Figure 1. Metal layers overlaid (run 1).
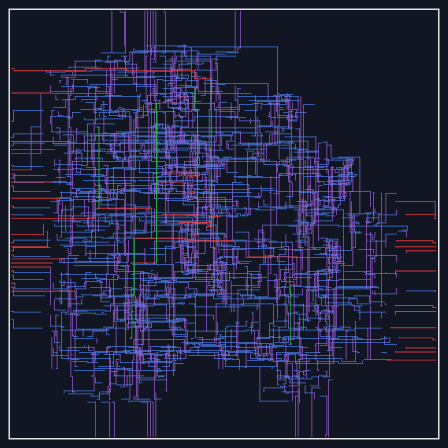
Figure 2. Gate families picked out (run 1).
The bar under the picture is 50 um long.
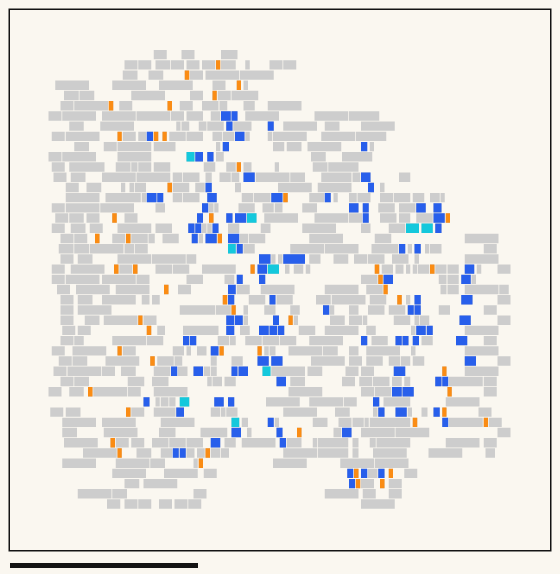
Figure 3. Pin placement (run 1).
Pins as bars across the die edge, other pins in grey.
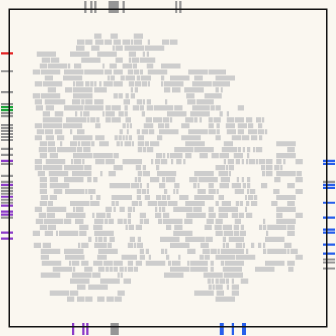
==> config.mk <==
export PLATFORM = sky130hd
export DESIGN_NAME = upscale_addr_gen_flat
export DESIGN_NICKNAME = d
export VERILOG_FILES = /design/src/rtl/upscale_addr_gen_if.sv /design/src/rtl/upscale_addr_gen.sv /design/src/flat_wrapper.sv
export SDC_FILE = /design/constraint.sdc
export NUM_CORES = 1
export LEC_CHECK = 0
export CELL_PAD_IN_SITES_DETAIL_PLACEMENT = 0
export CELL_PAD_IN_SITES_GLOBAL_PLACEMENT = 2
export CORE_MARGIN = 10
export CORE_UTILIZATION = 40
export DETAILED_ROUTE_END_ITERATION = 8
export PLACE_DENSITY = 0.95
export SLEW_MARGIN = 10
export SYNTH_ARGS = -nofsm -noshare
export SYNTH_HDL_FRONTEND = slang
export SYNTH_SLANG_ARGS = --single-unit
==> constraint.sdc <==
create_clock -name clk -period 9.1 [get_ports clk]
set_input_delay 1.365 -clock clk [delete_from_list [all_inputs] [get_ports clk]]
set_output_delay 1.365 -clock clk [all_outputs]
set_load 0.005 [all_outputs]
==> design notes <==
The flow ran to the end, and the final reports show no timing, DRC or antenna violations. Per the detail_route log, met2 wirelength is 6.177 mm. The setup slack on the worst flop-to-flop path is 4.54 ns, and the switching share of total power is 0.3149. From synthesis to final layout, the design area changed by 19.06%. The tools report the root cell of the clock tree as sky130_fd_sc_hd__clkbuf_16. In the final design database the tool counted 749 nets. In this run the cell area of the synthesized design comes to 6132 um^2. Counting distinct cell types in the post-synthesis netlist gives 58. Per STA, the worst path is made up of clkdlybuf4s50_1 > buf_4 > inv_1 > nor4_1 > nand2_1 > nor3_4 > mux2_2 > ha_1 > fa_1 > nor2b_4 > o31a_1 > o31a_1 > o21ai_0 > nor2b_1 > xnor2_1 > ha_1 > a21o_1 > a22oi_1 > and4_1 > o311ai_1 > o41ai_2. The tools report the net switching power as 0.3956 mW. The register with the most flip-flops in the layout has 15 of them.

The worst-case IR drop observed on VDD is 93.82 uV. For this design the static power due to leakage is 3.187 nW. The post-synthesis mux area share was 0.1620.

The slowest cell on the critical path was sky130_fd_sc_hd__nor3_4. In the placement report, post-DP HPWL is listed as 11.14 mm. The tools report the met1 routing resource usage after global routing as 0.1957.

Number of global-route vias before repair: 4687. The highest fanout seen on the critical path came out at 35. After synthesis, the cell types taking the most area are sky130_fd_sc_hd__dfrtp_1 (38%), sky130_fd_sc_hd__ha_1 (11%), sky130_fd_sc_hd__mux2_2 (8.1%).

The run gives 0.391 for the sequential fraction of design power. The run gives 0 as the number of antenna violations at the first check in global routing. After clock tree synthesis, the setup repair step added 0 buffers. The tally of OpenROAD warnings works out to 26.

The report lists the number of standard-cell rows as 45. The internal power consumption was 0.8606 mW. TritonCTS built the clock tree.

Adding up every negative setup slack in the final design gives 0 ns. Counting instances in the post-synthesis netlist gives the leading cell types as sky130_fd_sc_hd__dfrtp_1 (94), sky130_fd_sc_hd__ha_1 (53), sky130_fd_sc_hd__inv_1 (51). The run gives 0 for the antenna diode count.

The first global-routing pass estimated 23.67 mm of wire. The run gives 0 as the count of unresolved DRC violations after routing. In this run the remaining antenna-violating nets after routing total 0. The CTS report gives the tree buffer count as 9. The topmost layer with routed signal wires is met4. Per the GRT congestion report, total overflow comes to 0. Post-CTS repair changed the size of 0 cells. Per report_power, the Combinational row totals 0.365 mW. The aoi/oai-family share of the synthesized area came out at 0.1385. The tools report the initial core utilization as 0.4064. Setup repair after global routing left no endpoint under its margin.

Predominant post-synthesis flop cell: sky130_fd_sc_hd__dfrtp_1. The tools report the arrival time of data at the critical path endpoint as 6.99 ns. In this design, the stage delay of the slowest critical-path cell is 0.75 ns. The share of power burned in the clock network is 0.319, and the area share of and/or/nand/nor cells after synthesis is 0.09508.

The data required time of the worst path was 9.35 ns. In this run, power in the clock network comes to 0.401 mW. The tools report the met3 demand-to-capacity share in global routing as 0.03102. The worst setup margin is 2.360 ns. Max-cap violations in this run came to 0. The worst reg2reg path depth was 17; the power density over cell area was 172.1 nW/um^2. After layout, the design draws a total of 1.256 mW.

The tools report the die area as 20680 um^2. The average instance area after synthesis is 10.65 um^2. The detailed router finished its first iteration with 185 violations. The register share after synthesis is 0.4007. The tools report the synthesis warning total as 0. With the met2 global-route usage at 0.2163, the number of levels the H-tree was split into is 3. The tools report the met3 wire length as 704 um. Grouping non-sequential cells by family puts the most area in multiplexers. STA classifies the critical path startpoint as an input port. By startpoint and endpoint, the worst setup path is classified as in -> reg.

Counting endpoints that fail hold in the final report gives 0. Checking hold timing, the worst path is listed with class reg -> reg. The kind of end point of the critical path was a flip-flop. On the worst setup and hold paths after CTS, the clock-pin slew comes to 0.07 ns.

Logged for this run, the post-placement worst setup slack is 1.940 ns. Part of the power in combinational logic: 0.290. At the end of routability-driven placement, the weighted congestion stood at 0.8657.

The post-CTS hold buffer count recorded in the log is 0. Pin placement for this block handled 70 I/O pins. After technology mapping, the gate count stands at 576. The run gives 0 for the count of final max-slew check failures. The run gives 98 for the CTS sink count. Proportion of layout cells with a drive suffix above 1: 0.1256.

For the fill cell total of the finished layout, the log shows 1392. The detailed router put a total of 6.942 mm of wire on met1. Per the timing report, the achievable frequency comes out to 0.1484 GHz.

The global routing stage identified its most utilized layer as met2.
Notes on Figure 1 above:
M2 -> purple  # wire length 6180 um
M3 -> red  # wire length 705 um
M1 -> blue  # wire length 6940 um
M4 -> green  # wire length 234 um
Tot GR Track Use: 0.1434
wire length per cell: 16.88 um
Final Routed Wirelength: 14.06 mm
vias after detailed routing: 4509

Notes on Figure 2 above:
and/or cells -> cyan  # cells 9, most used or4_1
aoi and oai cells -> blue  # cells 107, most used o21ai_0
inv cells -> orange  # cells 52, most used inv_1
final non-filler cell total: 833
combinational share of cell area: 0.4629
dominant logic cell type in the layout: sky130_fd_sc_hd__dfrtp_1

Notes on Figure 3 above:
bus_rd_addr -> blue  # pins 15, direction output, edge 10 right, 5 bottom
bus_cfg_off_x -> purple  # pins 11, direction input, edge 8 left, 3 bottom
clk -> red  # pins 1, direction input, edge left
bus_cfg_shift_y -> green  # pins 2, direction input, edge left
all pins by edge = 33 left, 14 right, 12 bottom, 11 top
height of the chip: 143.8 um
quantity of I/O buffers inserted on ports: 69
Die X-Extent: 143.8 um

run 1: per-stage QoR:
stage               instance area (um^2)  utilization  cells
floorplan                           6132            -    576
global placement                    6985       0.4629    817
detailed placement                  6985       0.4629    817
CTS                                 7301       0.4838    833
global route                        7301       0.4838    833
finish                              7301       0.4838    833
run 1: layout make-up:
cell class                      count  area [um^2]  share of cell area
Multi-Input combinational cell    406         3379              0.4629
Sequential cell                    98         2457              0.3366
Timing Repair Buffer               73        718.2             0.09837
Tap cell                          188        235.2             0.03222
Clock buffer                        9        225.2             0.03085
Inverter                           52        195.2             0.02674
Clock inverter                      7        90.09             0.01234
run 1: worst max-delay path: cells and delay by family:
kind            cells  cell delay, ns
simple gates        6            1.76
compound gates      7            1.15
buf+inv             3            1.13
fa+ha+maj           3            0.96
mux                 1            0.43
xor+xnor            1            0.14
Power and IR drop assume default switching activity.
